Fig. 1: cell area per tile
Scale: 4 px per µm. 10 x 10 tiles, from dark blue (low) to red (high), 0 to 100% covered.
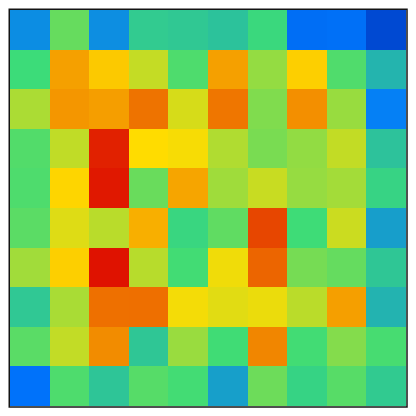
Fig. 2: M3 wires
Scale: 4 px per µm. Cells faint in the background.
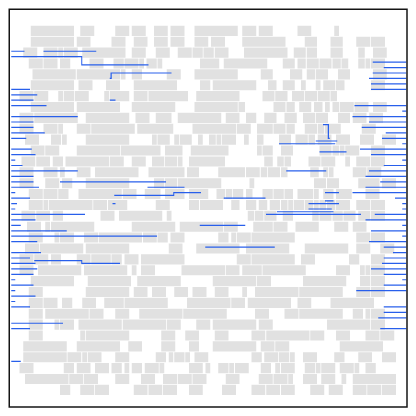
Fig. 3: congestion heat map
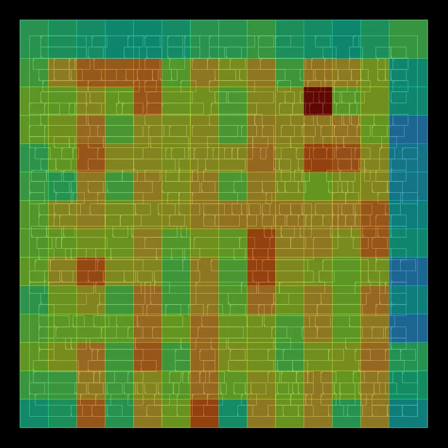
Fig. 4: clock distribution
Scale: 4 px per µm.
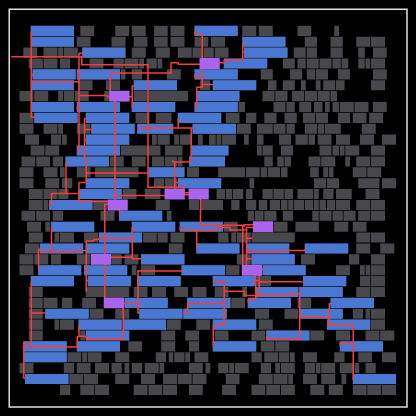
Fig. 5: I/O nets highlighted
Scale: 3 px per µm.
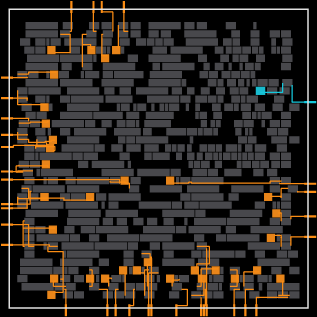
<file path="config.mk">
export PLATFORM = sky130hd
export DESIGN_NAME = rf_write_arbiter
export DESIGN_NICKNAME = d
export VERILOG_FILES = /design/src/rtl/rf_arb_pkg.sv /design/src/rtl/rf_wb_fifo.sv /design/src/rtl/rf_write_arbiter.sv
export SDC_FILE = /design/constraint.sdc
export NUM_CORES = 1
export LEC_CHECK = 0
export CAP_MARGIN = 20
export CORE_MARGIN = 2
export CORE_UTILIZATION = 47
export CTS_BUF_LIST = sky130_fd_sc_hd__clkbuf_8 sky130_fd_sc_hd__clkbuf_16
export CTS_CLUSTER_SIZE = 24
export DETAILED_ROUTE_END_ITERATION = 7
export HOLD_SLACK_MARGIN = 0.15
export PLACE_DENSITY_LB_ADDON = 0.05
export SLEW_MARGIN = 15
export SYNTH_ARGS = -nofsm -noshare
export SYNTH_HDL_FRONTEND = slang
export SYNTH_SLANG_ARGS = --single-unit
</file>
<file path="constraint.sdc">
create_clock -name clk -period 6.8 [get_ports clk]
set_input_delay 1.36 -clock clk [delete_from_list [all_inputs] [get_ports clk]]
set_output_delay 1.36 -clock clk [all_outputs]
set_load 0.05 [all_outputs]
</file>
<file path="src/rtl/rf_arb_pkg.sv">
`default_nettype none
// ============================================================================
//  Module   : rf_arb_pkg
//  Purpose  : Shared widths, write-back entry type and register-match helper
//             for the register-file write arbiter.
//  Revision : 1.0  initial release
// ============================================================================
package rf_arb_pkg;

    localparam int REG_AW = 5;
    localparam int XLEN   = 32;

    typedef struct packed {
        logic [REG_AW-1:0] wa;
        logic [XLEN-1:0]   wd;
    } rf_wb_entry_t;

    // x0 is hard-wired, so it never counts as a match.
    function automatic logic reg_hit(input logic [REG_AW-1:0] a,
                                     input logic [REG_AW-1:0] b);
        return (a == b) && (b != '0);
    endfunction

endpackage
`default_nettype wire

</file>
<file path="src/rtl/rf_wb_fifo.sv">
`default_nettype none
// ============================================================================
//  Module   : rf_wb_fifo
//  Purpose  : Strict-order FIFO of write-back entries with a per-entry
//             valid/address view for pending-register lookups.
//  Revision : 1.0  initial release
// ============================================================================
module rf_wb_fifo
    import rf_arb_pkg::*;
#(
    parameter int DEPTH = 2
) (
    input  logic                          clk,
    input  logic                          rst,
    input  logic                          i_push,
    input  rf_wb_entry_t                  i_entry,
    input  logic                          i_pop,
    output rf_wb_entry_t                  o_head,
    output logic                          o_empty,
    output logic                          o_full,
    output logic [DEPTH-1:0]              o_valid,
    output logic [DEPTH-1:0][REG_AW-1:0]  o_wa
);

    localparam int c_PW = $clog2(DEPTH);
    localparam int c_CW = c_PW + 1;

    rf_wb_entry_t     r_mem [DEPTH];
    logic [c_PW-1:0]  r_wr_ptr;
    logic [c_PW-1:0]  r_rd_ptr;
    logic [c_CW-1:0]  r_count;
    logic             w_do_push;
    logic             w_do_pop;

    assign o_empty   = (r_count == '0);
    assign o_full    = (r_count == c_CW'(DEPTH));
    assign w_do_push = i_push && !o_full;
    assign w_do_pop  = i_pop && !o_empty;
    assign o_head    = r_mem[r_rd_ptr];

    always_ff @(posedge clk or posedge rst) begin
        if (rst) begin
            r_wr_ptr <= '0;
            r_rd_ptr <= '0;
            r_count  <= '0;
        end else begin
            if (w_do_push) r_wr_ptr <= r_wr_ptr + c_PW'(1);
            if (w_do_pop)  r_rd_ptr <= r_rd_ptr + c_PW'(1);
            case ({w_do_push, w_do_pop})
                2'b10:   r_count <= r_count + c_CW'(1);
                2'b01:   r_count <= r_count - c_CW'(1);
                default: r_count <= r_count;
            endcase
        end
    end

    always_ff @(posedge clk) begin
        if (w_do_push) r_mem[r_wr_ptr] <= i_entry;
    end

    // An entry is live when its distance from the read pointer is below count.
    for (genvar i = 0; i < DEPTH; i++) begin : g_entry
        logic [c_PW-1:0] w_offs;
        assign w_offs     = c_PW'(i) - r_rd_ptr;
        assign o_valid[i] = ({1'b0, w_offs} < r_count);
        assign o_wa[i]    = r_mem[i].wa;
    end

endmodule
`default_nettype wire

</file>
<file path="src/rtl/rf_write_arbiter.sv">
`default_nettype none
// ============================================================================
//  Module   : rf_write_arbiter
//  Purpose  : Shares the register-file write port between pipeline write-back
//             and buffered long-latency results; drives bypass and pending
//             flags. Optional starvation guard: RF_ARB_STARVE_EN.
//  Revision : 1.0  initial release
// ============================================================================
module rf_write_arbiter
    import rf_arb_pkg::*;
#(
    parameter int FIFO_DEPTH = 2,
    parameter int STARVE_MAX = 4
) (
    input  logic              clk,
    input  logic              rst,
    input  logic              pl_we,
    input  logic [REG_AW-1:0] pl_wa,
    input  logic [XLEN-1:0]   pl_wd,
    input  logic              ll_valid,
    output logic              ll_ready,
    input  logic [REG_AW-1:0] ll_wa,
    input  logic [XLEN-1:0]   ll_wd,
    input  logic [REG_AW-1:0] ra1,
    input  logic [REG_AW-1:0] ra2,
    input  logic [REG_AW-1:0] dec_rd,
    output logic              rf_we,
    output logic [REG_AW-1:0] rf_wa,
    output logic [XLEN-1:0]   rf_wd,
    output logic              wb2d_a,
    output logic              wb2d_b,
    output logic [XLEN-1:0]   wb_val,
    output logic              pend_a,
    output logic              pend_b,
    output logic              pend_d,
    output logic              pl_stall
);

    if (FIFO_DEPTH < 2 || (FIFO_DEPTH & (FIFO_DEPTH - 1)) != 0 || STARVE_MAX < 1) begin : g_bad_param
        $error("rf_write_arbiter: illegal FIFO_DEPTH/STARVE_MAX");
    end

    rf_wb_entry_t                      w_head;
    logic                              w_empty;
    logic                              w_full;
    logic [FIFO_DEPTH-1:0]             w_valid;
    logic [FIFO_DEPTH-1:0][REG_AW-1:0] w_fifo_wa;
    logic                              w_push;
    logic                              w_pop;
    logic                              w_pl_win;
    logic                              w_stall;
    logic [FIFO_DEPTH-1:0]             w_hit_a;
    logic [FIFO_DEPTH-1:0]             w_hit_b;
    logic [FIFO_DEPTH-1:0]             w_hit_d;

    // Both outputs are held low while reset is asserted, not just after it.
    assign ll_ready = !rst && !w_full;
    assign w_push   = ll_valid && ll_ready && (ll_wa != '0);
    assign w_pl_win = !rst && !w_stall && pl_we && (pl_wa != '0);
    assign w_pop    = !rst && !w_pl_win && !w_empty;

    rf_wb_fifo #(
        .DEPTH (FIFO_DEPTH)
    ) u_fifo (
        .clk     (clk),
        .rst     (rst),
        .i_push  (w_push),
        .i_entry ('{wa: ll_wa, wd: ll_wd}),
        .i_pop   (w_pop),
        .o_head  (w_head),
        .o_empty (w_empty),
        .o_full  (w_full),
        .o_valid (w_valid),
        .o_wa    (w_fifo_wa)
    );

    always_comb begin
        rf_we = 1'b0;
        rf_wa = '0;
        rf_wd = '0;
        if (w_pl_win) begin
            rf_we = 1'b1;
            rf_wa = pl_wa;
            rf_wd = pl_wd;
        end else if (w_pop) begin
            rf_we = 1'b1;
            rf_wa = w_head.wa;
            rf_wd = w_head.wd;
        end
    end

    assign wb2d_a = rf_we && reg_hit(rf_wa, ra1);
    assign wb2d_b = rf_we && reg_hit(rf_wa, ra2);
    assign wb_val = rf_wd;

    for (genvar i = 0; i < FIFO_DEPTH; i++) begin : g_pend
        assign w_hit_a[i] = w_valid[i] && reg_hit(w_fifo_wa[i], ra1);
        assign w_hit_b[i] = w_valid[i] && reg_hit(w_fifo_wa[i], ra2);
        assign w_hit_d[i] = w_valid[i] && reg_hit(w_fifo_wa[i], dec_rd);
    end

    assign pend_a = |w_hit_a;
    assign pend_b = |w_hit_b;
    assign pend_d = |w_hit_d;

`ifdef RF_ARB_STARVE_EN
    localparam int c_SCW = $clog2(STARVE_MAX + 1);

    logic [c_SCW-1:0] r_starve_cnt;
    logic             r_pl_stall;
    logic             w_blocked;
    logic             w_fire;

    assign w_blocked = w_pl_win && !w_empty;
    assign w_fire    = w_blocked && (r_starve_cnt == c_SCW'(STARVE_MAX - 1));

    // The stall cycle always pops the head, which clears the counter.
    always_ff @(posedge clk or posedge rst) begin
        if (rst) begin
            r_starve_cnt <= '0;
            r_pl_stall   <= 1'b0;
        end else begin
            r_pl_stall <= w_fire;
            if (w_pop)
                r_starve_cnt <= '0;
            else if (w_blocked)
                r_starve_cnt <= r_starve_cnt + c_SCW'(1);
        end
    end

    assign w_stall = r_pl_stall;
`else
    assign w_stall = 1'b0;
`endif

    assign pl_stall = w_stall;

endmodule
`default_nettype wire

</file>
==> impl_metrics.py <==
# Auto-generated metrics
metrics = {
    "outcome": {
        "status": "completed",
    },
    "route": {
        "ant_nets": 0,
        "drc": 0,
        "wl_mm": 10.2,
        "vias_per_cell": 5.34,
        "drt_pass1_iterations": 4,
        "wl_per_cell_um": 17.0,
        "dr.first_iter.drc_count": 130,
        "via_count": 3212,
    },
    "pwr": {
        "p_per_area_nw_per_um2": 340,
        "fin_total_pwr_uw": 2070,
        "power_leakage_uw": 0.00218,
        "peakVddDrop_mv": 0.234,
    },
    "final_timing": {
        "slew_viol_final": 0,
        "setup_violations": 0,
        "max_freq_ghz": 0.168,
        "fin_crit_ns": 5.94,
        "timing.setup.tns_ns": 0,
        "rsz0062_at_grt": "no",
        "hold_violations": 0,
        "post-route-period-util_pct": 87.3,
        "worst_slew_pin_slew_ns": 1.02,
        "fin_worst_skew_ns": 0.0163,
        "slew-limit-headroom_pct": 31.9,
    },
    "critical_path": {
        "worstReg2RegStart": "u_fifo.r_count[0]",
        "rr_worst_depth": 5,
        "crit_family": "buffers and inverters",
        "reg2reg_to": "u_fifo.r_mem[0][11]",
        "worst_setup_path_start_kind": "primary input",
        "path_buffers": 2,
        "endpoint_kind": "output pin",
        "rrSetupSlack_ns": 4.42,
        "crit_slowest_cell": "clkdlybuf4s50_1",
        "critPathKind": "primary input to output pin",
        "path_cells": "clkdlybuf4s50_1 > or4_4 > o21ai_4 > a32oi_1 > or4_4 > a2111oi_2 > clkdlybuf4s50_1",
        "cp.required_ns": 5.44,
        "crit_fanout": 5,
        "arrival_ns": 4.58,
        "crit_path_max_incr_delay_ns": 0.85,
    },
    "synth": {
        "fp_nets": 448,
        "top_area_cell": "edfxtp_1",
        "async_flop_share_pct": 5.13,
        "synthFlopType": "edfxtp_1",
        "yosysChipArea_um2": 4250,
        "synth.area.top_cells": "edfxtp_1, mux2i_1, buf_4, o31ai_1, xor2_1",
        "synth_warnings": 0,
        "avgSynthCellArea_um2": 12.0,
        "yosys.cell_types.count": 45,
        "edf_count": 74,
        "syn_inst": 354,
        "top_area_share_pct": 52.3,
        "synthesis.area_um2": 4250,
        "ys.flops": 78,
        "ys_cells": 354,
        "ys_seq_share_pct": 54.7,
    },
    "floorplan": {
        "die_x_um": 99.1,
        "fp_util_pct": 48.7,
        "die_area_um2": 9810,
        "num_rows": 34,
        "die.size.y_um": 99.1,
        "ioPinCount": 170,
        "core_area_um2": 8720,
    },
    "min_path": {
        "min_to": "u_fifo.r_wr_ptr",
        "min_from": "u_fifo.r_wr_ptr",
        "hold_class": "register to register",
        "hold_path_depth": 1,
    },
    "final_layout": {
        "final_area_um2": 6100,
        "drive_above_1_share_pct": 6.28,
        "n_antenna_cell": 0,
        "lay_top_cells": "clkdlybuf4s50_1, edfxtp_1, mux2i_1",
        "layout.cells.most_common": "clkdlybuf4s50_1",
        "syn_to_final_growth_pct": 43.7,
        "final_net_count": 583,
    },
    "placement": {
        "io_buffers": 168,
        "finalWeightedCongestion": 0.884,
        "hpwlAfterDp_mm": 7.30,
        "place_area_um2": 5810,
    },
    "global_route": {
        "antenna_found_initial": 0,
        "grt_pass1_vias": 3136,
        "grt_start_max_net_pins": 39,
        "grtUsageTotal_pct": 20.5,
        "grt_pass1_wl_mm": 15.7,
        "grt_overflow": 0,
    },
    "cts": {
        "hold_buffers": 0,
        "cts_max_path_buffers": 2,
        "numCtsBuffers": 9,
        "cts_sinks": 78,
        "cts-root-buf": "clkbuf_8",
        "cts_tree": "yes",
        "path_clk_slew_ns": 0.07,
        "post_cts_buffers": 0,
        "cts-resized-gates": 0,
        "clkLatencyLatePin_ns": 0.34,
        "cts.htree.levels": 3,
    },
    "job": {
        "tool_warnings": 26,
        "drv_cap": 0,
    },
}
-- Fig. 1 (at the start) --
The emptiest ninth of the die: top right. 23% of the tiles are over 75% full. The fullest tile reaches 98%.

-- Fig. 2 (at the start) --
105 nets have wire on it. The layer carries 840 µm of wire. The wires run mostly horizontal.

-- Fig. 3 (at the start) --
met3 Use GR: 5.11%
met2 GRT Util: 33.4%

-- Fig. 4 (at the start) --
Key: clock-net drivers = purple [count 9]; flip-flops = blue [count 78]; clock wires = red [length 832 µm]
Position of the flops: spread over the die. There are 10 routed clock nets.

-- Fig. 5 (at the start) --
Key: rf_wd = orange [direction output, edge 13 bottom, 11 left, 4 right, 4 top, end cells 32, buffers 32, wire 720 µm]; pend_a = cyan [direction output, edge right, end cells 1, buffers 1, wire 20.9 µm]

[synthesized netlist by cell type, types with 3 or more instances]
| cell type | number |
|---|---|
| mux2i_1 | 36 |
| dfrtp_1 | 4 |
| nand3_1 | 6 |
| buf_4 | 33 |
| and2_1 | 3 |
| o31ai_1 | 32 |
| edfxtp_1 | 74 |
| clkbuf_1 | 12 |
| nand2_1 | 33 |
| a211oi_1 | 3 |
| nor3_1 | 5 |
| xor2_1 | 24 |
| a21oi_1 | 8 |
| nor4_1 | 7 |
| xnor2_1 | 13 |
| buf_1 | 3 |
| o211ai_1 | 4 |
| inv_1 | 9 |
| nor2_1 | 11 |
| o21ai_0 | 3 |
[through the flow]
stage	utilization (%)	std cells	worst slack, ns	hold slack (ns)
3_3_place_gp	66.6	584	0.899	0.535
2_1_floorplan	-	354	1.09	0.468
5_1_grt	70.0	602	0.702	0.577
3_5_place_dp	66.6	584	0.884	0.544
4_1_cts	69.3	600	0.869	0.559
6_report	70.0	602	0.865	0.561
[sequential cells by signal, summed over array words and instances (netlist names)]
name and flops:
u_fifo.r_count 2, u_fifo.r_mem 74, u_fifo.r_rd_ptr 1, u_fifo.r_wr_ptr 1
[metal layers]
metal  global-route usage (%)  wire [µm]  part of all wire, %  vias to the layer above
li1                         -          -                    -                     1557
met5                        0          0                    0                        -
met3                     5.11        840                  8.2                        5
met1                     27.4       4360                   43                     1521
met2                     33.4       4970                   49                      129
met4                     5.90         56                 0.55                        0
[layout make-up]
cell class | instances | area, µm²
Clock buffer | 9 | 124
Clock inverter | 7 | 114
Fill cell | 657 | 2620
Inverter | 9 | 33.8
Multi-Input combinational cell | 218 | 1610
Sequential cell | 78 | 2320
Tap cell | 108 | 135
Timing Repair Buffer | 173 | 1760
[power by group]
part	internal [µW]	switching [µW]
registers	601	44.5
clock network	243	160
logic	370	656
total	1210	861
[how the worst max path moves through the flow]
stage | start | end | slack, ns | depth (start not counted)
4_1_cts | pl_wa[1] | wb2d_b | 0.87 | 7
2_1_floorplan | pl_wa[1] | wb2d_a | 1.09 | 5
3_3_place_gp | pl_wa[1] | wb2d_b | 0.90 | 7
6_report | pl_wa[0] | wb2d_b | 0.86 | 7
5_1_grt | pl_wa[1] | wb2d_b | 0.70 | 7
3_5_place_dp | pl_wa[1] | wb2d_b | 0.88 | 7
[cells by family after synthesis]
logic type | Yosys count | share of synthesized area [%]
DFF | 78 | 54.7
and+or+nand+nor | 78 | 9.02
AOI/OAI and AO/OA | 63 | 11.0
buffers and inverters | 58 | 8.22
muxes | 38 | 9.02
xor gates and xnor gates | 37 | 7.63
adders and majority gates | 1 | 0.295
other | 1 | 0.0883
Power is estimated from default activity; no workload was simulated.
